`src/rtl/seg_capture.sv`:
```
// seg_capture: watches a multiplexed active-low 7-segment bus, waits for each
// scanned digit to settle, and decodes the segment pattern back into the
// 5-bit display code. Keeps a per-digit register of the last decoded code.
module seg_capture #(
    parameter int NUM_DIGITS    = 6,
    parameter int STABLE_CYCLES = 4
) (
    input  logic                          clk,
    input  logic                          rst_n,
    input  logic [7:0]                    seg_in,
    input  logic [NUM_DIGITS-1:0]         dig_sel,
    input  logic                          err_clr,
    output logic [5*NUM_DIGITS-1:0]       codes_out,
    output logic [NUM_DIGITS-1:0]         valid_out,
    output logic                          update,
    output logic [$clog2(NUM_DIGITS)-1:0] upd_idx,
    output logic                          err
);

    localparam int         IDX_W    = $clog2(NUM_DIGITS);
    localparam int         SAMP_W   = NUM_DIGITS + 8;
    localparam logic [3:0] CNT_LAST = 4'(STABLE_CYCLES - 1);
    localparam logic [3:0] CNT_DONE = 4'(STABLE_CYCLES);

    typedef enum logic [1:0] {
        IDLE   = 2'd0,
        SETTLE = 2'd1,
        HELD   = 2'd2
    } state_t;

    // True when exactly one digit enable is active.
    function automatic logic is_onehot(input logic [NUM_DIGITS-1:0] v);
        logic [NUM_DIGITS-1:0] one;
        one = {{(NUM_DIGITS-1){1'b0}}, 1'b1};
        return (v != '0) && ((v & (v - one)) == '0);
    endfunction

    // Position of the active enable; only meaningful for one-hot input.
    function automatic logic [IDX_W-1:0] onehot_idx(input logic [NUM_DIGITS-1:0] v);
        logic [IDX_W-1:0] idx;
        idx = '0;
        for (int i = 0; i < NUM_DIGITS; i++) begin
            if (v[i]) idx = IDX_W'(i);
        end
        return idx;
    endfunction

    // Inverse of the segment encoder table: {recognised, code}. 8'hA1 is the
    // shared pattern of codes 13 and 17 and always decodes to 13.
    function automatic logic [5:0] decode_seg(input logic [7:0] p);
        logic [5:0] r;
        case (p)
            8'hC0:   r = {1'b1, 5'd0};
            8'hF9:   r = {1'b1, 5'd1};
            8'hA4:   r = {1'b1, 5'd2};
            8'hB0:   r = {1'b1, 5'd3};
            8'h99:   r = {1'b1, 5'd4};
            8'h92:   r = {1'b1, 5'd5};
            8'h82:   r = {1'b1, 5'd6};
            8'hF8:   r = {1'b1, 5'd7};
            8'h80:   r = {1'b1, 5'd8};
            8'h90:   r = {1'b1, 5'd9};
            8'h88:   r = {1'b1, 5'd10};
            8'h83:   r = {1'b1, 5'd11};
            8'hC6:   r = {1'b1, 5'd12};
            8'hA1:   r = {1'b1, 5'd13};
            8'h86:   r = {1'b1, 5'd14};
            8'h8E:   r = {1'b1, 5'd15};
            8'hAF:   r = {1'b1, 5'd16};
            8'h87:   r = {1'b1, 5'd18};
            8'hF7:   r = {1'b1, 5'd19};
            8'hBF:   r = {1'b1, 5'd20};
            8'hAB:   r = {1'b1, 5'd21};
            8'hFF:   r = {1'b1, 5'd31};
            default: r = {1'b0, 5'd0};
        endcase
        return r;
    endfunction

    logic [7:0]            seg_p0, seg_p1;
    logic [NUM_DIGITS-1:0] dig_sel_p0, dig_sel_p1;
    logic [SAMP_W-1:0]     samp_p2;
    logic [4:0]            codes_q [NUM_DIGITS];
    state_t                state;
    logic [3:0]            cnt;

    logic [SAMP_W-1:0]     samp;
    logic                  samp_same;
    logic                  sel_onehot;
    logic [IDX_W-1:0]      sel_idx;
    logic [5:0]            dec;
    logic                  dec_ok;
    logic [4:0]            dec_code;

    // Two-flop synchronizers for the asynchronous display bus.
    always_ff @(posedge clk or negedge rst_n) begin
        if (!rst_n) begin
            seg_p0     <= 8'hFF;
            seg_p1     <= 8'hFF;
            dig_sel_p0 <= '0;
            dig_sel_p1 <= '0;
        end else begin
            seg_p0     <= seg_in;
            seg_p1     <= seg_p0;
            dig_sel_p0 <= dig_sel;
            dig_sel_p1 <= dig_sel_p0;
        end
    end

    // Classify the synchronized sample and decode its pattern.
    always_comb begin
        samp       = {dig_sel_p1, seg_p1};
        samp_same  = (samp == samp_p2);
        sel_onehot = is_onehot(dig_sel_p1);
        sel_idx    = onehot_idx(dig_sel_p1);
        dec        = decode_seg(seg_p1);
        dec_ok     = dec[5];
        dec_code   = dec[4:0];
    end

    // Settle FSM plus the code registers it commits into.
    always_ff @(posedge clk or negedge rst_n) begin
        if (!rst_n) begin
            state     <= IDLE;
            cnt       <= 4'd0;
            samp_p2   <= {{NUM_DIGITS{1'b0}}, 8'hFF};
            for (int i = 0; i < NUM_DIGITS; i++) codes_q[i] <= 5'd31;
            valid_out <= '0;
            update    <= 1'b0;
            upd_idx   <= '0;
            err       <= 1'b0;
        end else begin
            samp_p2 <= samp;
            update  <= 1'b0;
            if (err_clr) err <= 1'b0;
            case (state)
                IDLE: begin
                    if (sel_onehot) begin
                        state <= SETTLE;
                        cnt   <= 4'd1;
                    end else begin
                        cnt <= 4'd0;
                    end
                end
                SETTLE: begin
                    if (!sel_onehot) begin
                        state <= IDLE;
                        cnt   <= 4'd0;
                    end else if (!samp_same) begin
                        cnt <= 4'd1;
                    end else if (cnt == CNT_LAST) begin
                        state <= HELD;
                        cnt   <= CNT_DONE;
                        if (dec_ok) begin
                            codes_q[sel_idx]   <= dec_code;
                            valid_out[sel_idx] <= 1'b1;
                            if (!valid_out[sel_idx] || codes_q[sel_idx] != dec_code) begin
                                update  <= 1'b1;
                                upd_idx <= sel_idx;
                            end
                        end else begin
                            // Placed after the clear so a new error wins.
                            err <= 1'b1;
                        end
                    end else begin
                        cnt <= cnt + 4'd1;
                    end
                end
                HELD: begin
                    if (!sel_onehot) begin
                        state <= IDLE;
                        cnt   <= 4'd0;
                    end else if (!samp_same) begin
                        state <= SETTLE;
                        cnt   <= 4'd1;
                    end
                end
                default: begin
                    state <= IDLE;
                    cnt   <= 4'd0;
                end
            endcase
        end
    end

    // Flatten the per-digit registers onto the output bus.
    always_comb begin
        codes_out = '0;
        for (int i = 0; i < NUM_DIGITS; i++) codes_out[5*i +: 5] = codes_q[i];
    end

endmodule

```
`config.mk`:
```
export PLATFORM = sky130hd
export DESIGN_NAME = seg_capture
export DESIGN_NICKNAME = d
export VERILOG_FILES = /design/src/rtl/seg_capture.sv
export SDC_FILE = /design/constraint.sdc
export NUM_CORES = 1
export LEC_CHECK = 0
export ABC_AREA = 1
export CAP_MARGIN = 20
export CORE_MARGIN = 10
export CORE_UTILIZATION = 50
export DETAILED_ROUTE_END_ITERATION = 8
export PLACE_DENSITY = 0.74
export SLEW_MARGIN = 10
export SYNTH_ARGS = -nofsm -noshare
export SYNTH_HDL_FRONTEND = slang
export SYNTH_SLANG_ARGS = --single-unit
```
`constraint.sdc`:
```
create_clock -name clk -period 2.5 [get_ports clk]
set_clock_uncertainty 0.1 [all_clocks]
set_input_delay 0.25 -clock clk [delete_from_list [all_inputs] [get_ports clk]]
set_output_delay 0.25 -clock clk [all_outputs]
set_load 0.005 [all_outputs]
```
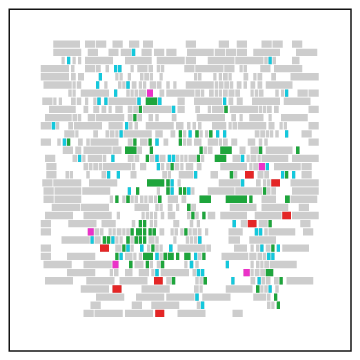
**Above:** run 1 (selected gate families).
(3 px per um)
[cyan] inverters | cells: 69
[magenta] AND and OR gates | cells: 5
[red] XOR/XNOR gates | cells: 8
[green] NOR gates | cells: 75

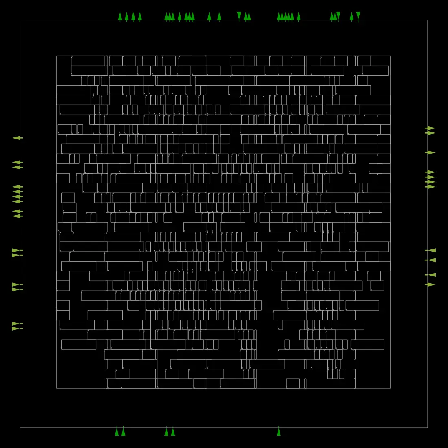
**Above:** run 1 (cell placement).
Finished Layout Cells: 743
flop count: 89

==> results.py, run 1 <==
# Physical implementation metrics
metrics = {
    "final_layout": {
        "clockBufferCount": 9,
        "fin_util_pct": 62.8,
        "inv_count": 69,
        "fill_cells": 772,
        "lay_top_count": "nand2_1",
        "flop_area_sq_um": 2300,
    },
    "grt": {
        "grt.met1_usage_pct": 22.8,
        "top_usage_layer": "met2",
        "grt_first_pass_wirelength_um": 18200,
        "antenna_found_initial": 0,
    },
    "run": {
        "warnings": 26,
    },
    "synth": {
        "yosysUniqueCellTypes": 32,
        "synth-async-reset-ratio_pct": 100,
    },
    "cts": {
        "htree_levels": 3,
        "clkLatencyLatePin_ns": 0.36,
        "cts-root-buf": "clkbuf_8",
    },
    "min_path": {
        "hold_path_depth": 1,
        "hold_path_class": "in2reg",
    },
    "sta": {
        "layout_setup_ws_ns": 0.133,
    },
    "pwr": {
        "pg_clk_uw": 944,
    },
    "placed_design": {
        "io_buffers": 57,
    },
    "setup_path": {
        "cp_cell_sequence": "nand2_1 -> nor2_1 -> nand2_1 -> nand2_1 -> nor2_1 -> nand4_1 -> nor2_4 -> buf_4 -> nor2_4 -> nand3_1 -> nand2_1",
        "cp_top_family": "simple AND/OR/NAND/NOR gates",
        "ff2ff_setup_slack_ns": 0.13,
        "required_ns": 2.71,
        "cpMostUsedCell": "nand2_1",
    },
    "die": {
        "initCoreUtil_pct": 50.7,
    },
    "status": {
        "status": "finished, final reports clean",
    },
}
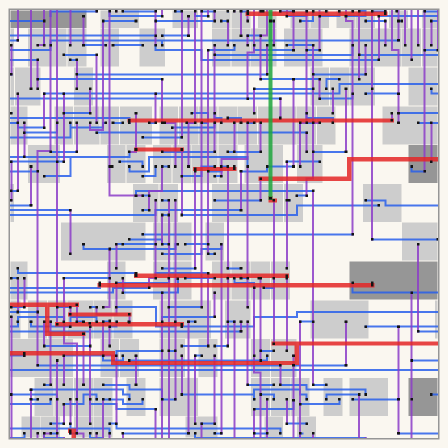
**Above:** run 1 (close-up of the layout).
Window x 42 to 72, y 42 to 72 um. Cells in grey, sequential cells in the stronger grey; small squares are vias.
[green] met4
[blue] met1
[red] met3
[purple] met2
netlist names of flops here include: dig_sel_p1 (1)
most frequent: nand2_1 (32), nor2_1 (18), nand3_1 (12)
cells with their middle in the window: 92
sequential cells in the window: 1

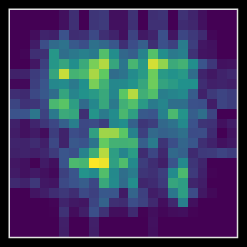
**Above:** run 1 (routed metal per tile).
(2 px per um) 23 x 23 tiles, from dark purple (low) to yellow (high), scaled to the fullest tile. Values are wire area over tile area, all layers added.
tiles over half the peak: 15%
nearly empty tiles: 22%
mean over tiles: 0.14
emptiest ninth of the die: south-west
densest ninth of the die: centre

**Run 1: signal wires by layer**

(3 px per um) Only two layers are drawn.
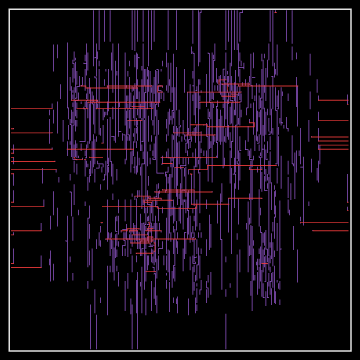

==> run 1 -> run 2 <==
PLACE_DENSITY = 0.83   (was 0.74)
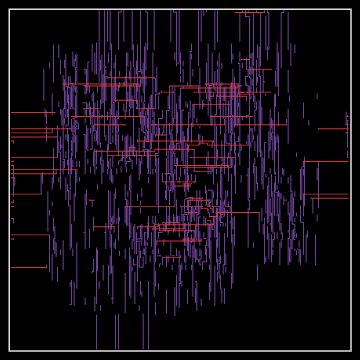
**Above:** run 2 (signal wires by layer).
(3 px per um) Only two layers are drawn.
[purple] met2 | wire length: 5080 um
[red] met3 | wire length: 830 um

==> run 2 against run 1 <==
Compared with the run above: combinational power barely moved; cell count is 0.54% higher; clock power grew 7%.
==> results.py, run 2 <==
# Physical implementation metrics
metrics = {
    "min_path": {
        "hold_path_class": "in2reg",
        "hold_path_depth": 1,
    },
    "grt": {
        "grt_first_pass_wirelength_um": 18700,
        "gr-total-overflow": 0,
        "antenna_found_initial": 0,
        "top_usage_layer": "met2",
    },
    "pwr": {
        "sw_frac_of_total_pct": 28.5,
    },
    "placed_design": {
        "io_buffers": 57,
    },
    "status": {
        "status": "finished, final reports clean",
    },
    "synth": {
        "yosysUniqueCellTypes": 32,
        "synth-async-reset-ratio_pct": 100,
        "top_cell_area_share_pct": 32.5,
    },
    "final_layout": {
        "clockBufferCount": 9,
        "inv_count": 69,
        "flop_area_sq_um": 2300,
        "fill_cells": 729,
        "nFlopsAndLatches": 89,
        "lay_top_count": "nand2_1",
    },
    "setup_path": {
        "ff2ff_setup_slack_ns": 0.14,
        "cpMostUsedCell": "nand2_1",
        "required_ns": 2.67,
        "cp_top_family": "simple AND/OR/NAND/NOR gates",
    },
    "sta": {
        "layout_setup_ws_ns": 0.137,
    },
    "cts": {
        "cts-root-buf": "clkbuf_8",
        "clkLatencyLatePin_ns": 0.38,
    },
    "die": {
        "initCoreUtil_pct": 50.7,
    },
    "route": {
        "wirelength_um": 11200,
    },
}
Power and IR drop assume default switching activity.
